===== src/rtl/tnn_enc_pkg.sv =====
// tnn_enc_pkg: shared constants, state encoding and threshold triple for the TNN feature encoder.
package tnn_enc_pkg;
    localparam int N_FEAT = 7;
    localparam int RAW_W = 8;
    localparam int Q_W = 2;
    localparam int IDX_W = $clog2(N_FEAT);
    typedef enum logic {COLLECT, PRESENT} state_t;
    typedef logic [2:0][RAW_W-1:0] thr_t;
endpackage


===== src/rtl/tnn_quantizer.sv =====
// tnn_quantizer: maps a raw sample to a 2-bit code by counting the thresholds it reaches.
module tnn_quantizer
    import tnn_enc_pkg::*;
(
    input  logic [RAW_W-1:0] x,
    input  thr_t             thr,
    output logic [Q_W-1:0]   code
);
    assign code = Q_W'(x >= thr[0]) + Q_W'(x >= thr[1]) + Q_W'(x >= thr[2]);
endmodule


===== src/rtl/tnn_feature_encoder.sv =====
// tnn_feature_encoder: quantizes a frame of raw samples and presents the packed codes via valid/ready.
// Define TNN_ENC_THRESH_PROG_EN for per-feature programmable thresholds through the cfg_* ports.
module tnn_feature_encoder
    import tnn_enc_pkg::*;
#(
    parameter logic [RAW_W-1:0] T0 = RAW_W'(64),
    parameter logic [RAW_W-1:0] T1 = RAW_W'(128),
    parameter logic [RAW_W-1:0] T2 = RAW_W'(192)
) (
    input  logic                    clk,
    input  logic                    rst,
`ifdef TNN_ENC_THRESH_PROG_EN
    input  logic                    cfg_we,
    input  logic [2:0]              cfg_feat,
    input  logic [1:0]              cfg_sel,
    input  logic [RAW_W-1:0]        cfg_data,
`endif
    input  logic                    in_valid,
    output logic                    in_ready,
    input  logic [RAW_W-1:0]        in_data,
    input  logic                    in_last,
    output logic                    out_valid,
    input  logic                    out_ready,
    output logic [Q_W*N_FEAT-1:0]   feat_vec,
    output logic                    frame_err
);
    localparam logic [IDX_W-1:0] LAST_IDX = IDX_W'(N_FEAT - 1);
    state_t                  state_q, state_d;
    logic [IDX_W-1:0]        idx_q, idx_d;
    logic [Q_W*N_FEAT-1:0]   vec_q, vec_d;
    logic                    err_q, err_d;
    logic [Q_W-1:0]          code;
    thr_t                    thr;
`ifdef TNN_ENC_THRESH_PROG_EN
    thr_t thr_q [N_FEAT];
    thr_t thr_d [N_FEAT];
    always_comb begin
        thr_d = thr_q;
        if (cfg_we && cfg_sel != 2'd3 && cfg_feat < IDX_W'(N_FEAT)) thr_d[cfg_feat][cfg_sel] = cfg_data;
    end
    always_ff @(posedge clk) begin
        if (rst) begin
            for (int k = 0; k < N_FEAT; k++) thr_q[k] <= {T2, T1, T0};
        end else begin
            thr_q <= thr_d;
        end
    end
    // Registered thresholds: a write in the accept cycle only affects later samples.
    assign thr = thr_q[idx_q];
`else
    assign thr = {T2, T1, T0};
`endif
    tnn_quantizer u_quant (
        .x    (in_data),
        .thr  (thr),
        .code (code)
    );
    assign in_ready  = (state_q == COLLECT);
    assign out_valid = (state_q == PRESENT);
    assign feat_vec  = vec_q;
    assign frame_err = err_q;
    // Unwritten slots stay zero from reset/handshake, so short frames need no explicit padding.
    always_comb begin
        state_d = state_q;
        idx_d   = idx_q;
        vec_d   = vec_q;
        err_d   = err_q;
        if (state_q == COLLECT) begin
            if (in_valid) begin
                for (int k = 0; k < N_FEAT; k++) begin
                    if (idx_q == IDX_W'(k)) vec_d[k*Q_W +: Q_W] = code;
                end
                if (idx_q == LAST_IDX || in_last) begin
                    state_d = PRESENT;
                    err_d   = (idx_q == LAST_IDX) ? ~in_last : 1'b1;
                end else begin
                    idx_d = idx_q + 1'b1;
                end
            end
        end else if (out_ready) begin
            state_d = COLLECT;
            idx_d   = '0;
            vec_d   = '0;
            err_d   = 1'b0;
        end
    end
    always_ff @(posedge clk) begin
        if (rst) begin
            state_q <= COLLECT;
            idx_q   <= '0;
            vec_q   <= '0;
            err_q   <= 1'b0;
        end else begin
            state_q <= state_d;
            idx_q   <= idx_d;
            vec_q   <= vec_d;
            err_q   <= err_d;
        end
    end
endmodule


===== config.mk =====
export PLATFORM = sky130hd
export DESIGN_NAME = tnn_feature_encoder
export DESIGN_NICKNAME = d
export VERILOG_FILES = /design/src/rtl/tnn_enc_pkg.sv /design/src/rtl/tnn_quantizer.sv /design/src/rtl/tnn_feature_encoder.sv
export SDC_FILE = /design/constraint.sdc
export NUM_CORES = 1
export LEC_CHECK = 0
export ABC_AREA = 1
export CAP_MARGIN = 10
export CELL_PAD_IN_SITES_DETAIL_PLACEMENT = 1
export CELL_PAD_IN_SITES_GLOBAL_PLACEMENT = 1
export CORE_UTILIZATION = 40
export DETAILED_ROUTE_END_ITERATION = 6
export HOLD_SLACK_MARGIN = 0.15
export PLACE_DENSITY = 0.84
export SETUP_SLACK_MARGIN = 0.05
export SYNTH_ARGS = -nofsm -noshare
export SYNTH_HDL_FRONTEND = slang
export SYNTH_HIERARCHICAL = 1
export SYNTH_SLANG_ARGS = --single-unit
export TNS_END_PERCENT = 1

===== constraint.sdc =====
create_clock -name clk -period 3.14 [get_ports clk]
set_clock_uncertainty 0.2 [all_clocks]
set_input_delay 0.471 -clock clk [delete_from_list [all_inputs] [get_ports clk]]
set_output_delay 0.471 -clock clk [all_outputs]
set_load 0.02 [all_outputs]

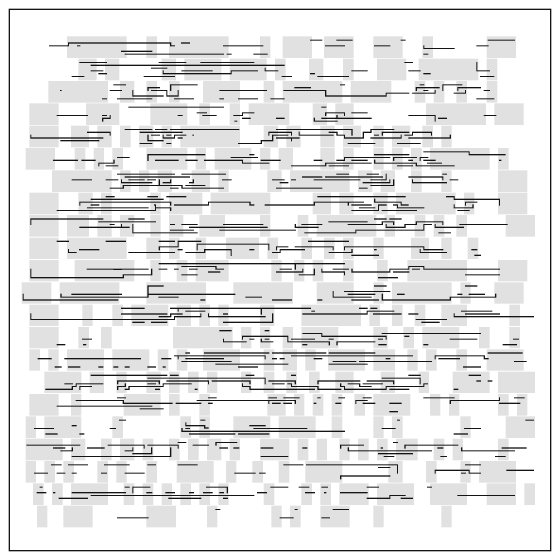
**Above:** the metal 1 layer.
Cells faint in the background.
- wire length on this layer: 1810 um
- main direction: horizontal
- longest straight run: 23.5 um
- nets with wire on the layer: 306
- share of all routed wire: 48%
vias: 1534
overall routed net length: 3.74 mm
met1 Usage GRT: 0.253

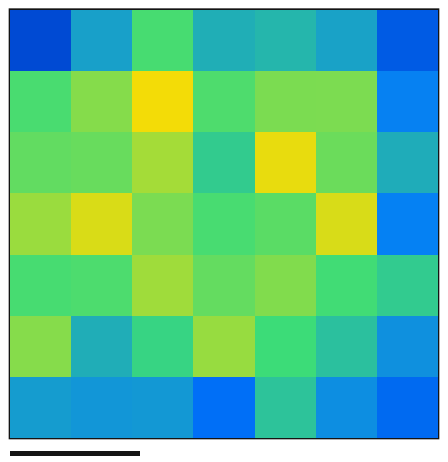
**Above:** cell density map.
Scale bar: 20 um. 7 x 7 tiles, from dark blue (low) to red (high), 0 to 100% covered.
- mean over tiles: 47%
- fullest tile: 74%

[metrics by stage]
step,setup WS [ns],hold WS (ns),instance area (um^2)
after global placement,0.203,0.252,2060
final,0.412,0.264,2110
after global routing,0.237,0.288,2110
after floorplan,0.824,0.291,1710
after detailed placement,0.132,0.257,2060
after CTS,0.397,0.268,2110
[worst max-delay path, delay by kind of cell]
family                   cells  cell delay [ns]
buffers and inverters        2             0.58
AND-OR/OR-AND                2             0.38
adder cells (fa/ha/maj)      2             0.88
AND/OR/NAND/NOR              4             0.40
[routing by layer]
metal / GRT usage / share of wire / vias to the layer above
li1: - / - / 820
met3: 0.0417 / 0.037 / 4
met5: 0 / 0 / -
met4: 0.0326 / 0.0056 / 0
met1: 0.253 / 0.48 / 682
met2: 0.353 / 0.47 / 28
[layout make-up]
cell class	instances	area, um^2
clock buffers	4	45.0
flip-flops and latches	19	380
repair buffers	30	298
well taps	48	60.1
multi-input cells	190	1130
inverters	51	194
fillers	523	1670
[state kept, by name, indices dropped and copies added, names as in the netlist]
register	cells
feat_vec	14
frame_err	1
idx_q	3
out_valid	1
[power by group through the flow]
stage	clock [uW]	combinational, uW	sequential [uW]
detailed placement	0	220	267
finish	169	223	261
floorplan	0	132	278
CTS	175	222	261
global route	190	256	262
global placement	0	213	266
[cell usage in the layout, fill, tap and decap left out, drive strengths merged, types with 6 or more instances in the layout]
cell / Yosys / final
nand2: 70 / 70
inv: 51 / 51
ha: 29 / 29
clkdlybuf4s50: 0 / 29
nor2: 26 / 26
conb: 2 / 24
a21oi: 19 / 19
dfxtp: 19 / 19
nand3: 10 / 10
o21ai: 6 / 6
==> impl_metrics.csv <==
group,metric,value,unit
clocking,cts-root-buf,"clkbuf_8",
power_and_ir_drop,p_seq_frac,0.399,
synthesis,yosys_cells,239,
critical_path,startpoint_type,"input port",
synthesis,synth.top_cell.area_share,0.234,
synthesis,synth-edff-count,0,
power_and_ir_drop,finalPower,653,uW
critical_path,crit_chain,"clkdlybuf4s50_1, ha_1, a21o_2, nor2_1, nand3_1, fa_1, nand2_1, inv_1, nand3_1, a21oi_1",
route,drt_pass1_iterations,4,
power_and_ir_drop,pwr_density_cell,310,mW/mm^2
global_route,grt-ovfl-total,0,
synthesis,aoi_share,0.0940,
synthesis,ff_type,"dfxtp_1",
sta,fmax,0.367,GHz
floorplan,fp_util,0.431,
synthesis,synth.most_common_cell,"nand2_1",
global_route,grt_pass1_vias,1606,
floorplan,die_w,65.7,um
power_and_ir_drop,switching_share,0.334,
finish,syn_to_final_growth,29.7,%
floorplan,fp.coreArea,0.00377,mm^2
clocking,cts_buffers,3,
synthesis,synth_cell_type_count,24,
route,viasPerCell,4.49,
synthesis,postSynthSeqShare,0.234,
synthesis,top_area_cell,"dfxtp_1",
sta,setup-tns-final,0,ns
critical_path,arrival,2.71,ns
run_status,outcome,"complete, no violations",
critical_path,crit_top_cell,"nand3_1",
synthesis,synthesis.area,0.00162,mm^2
synthesis,top_logic_kind,"simple AND/OR/NAND/NOR gates",
power_and_ir_drop,p_leak,0.00105,uW
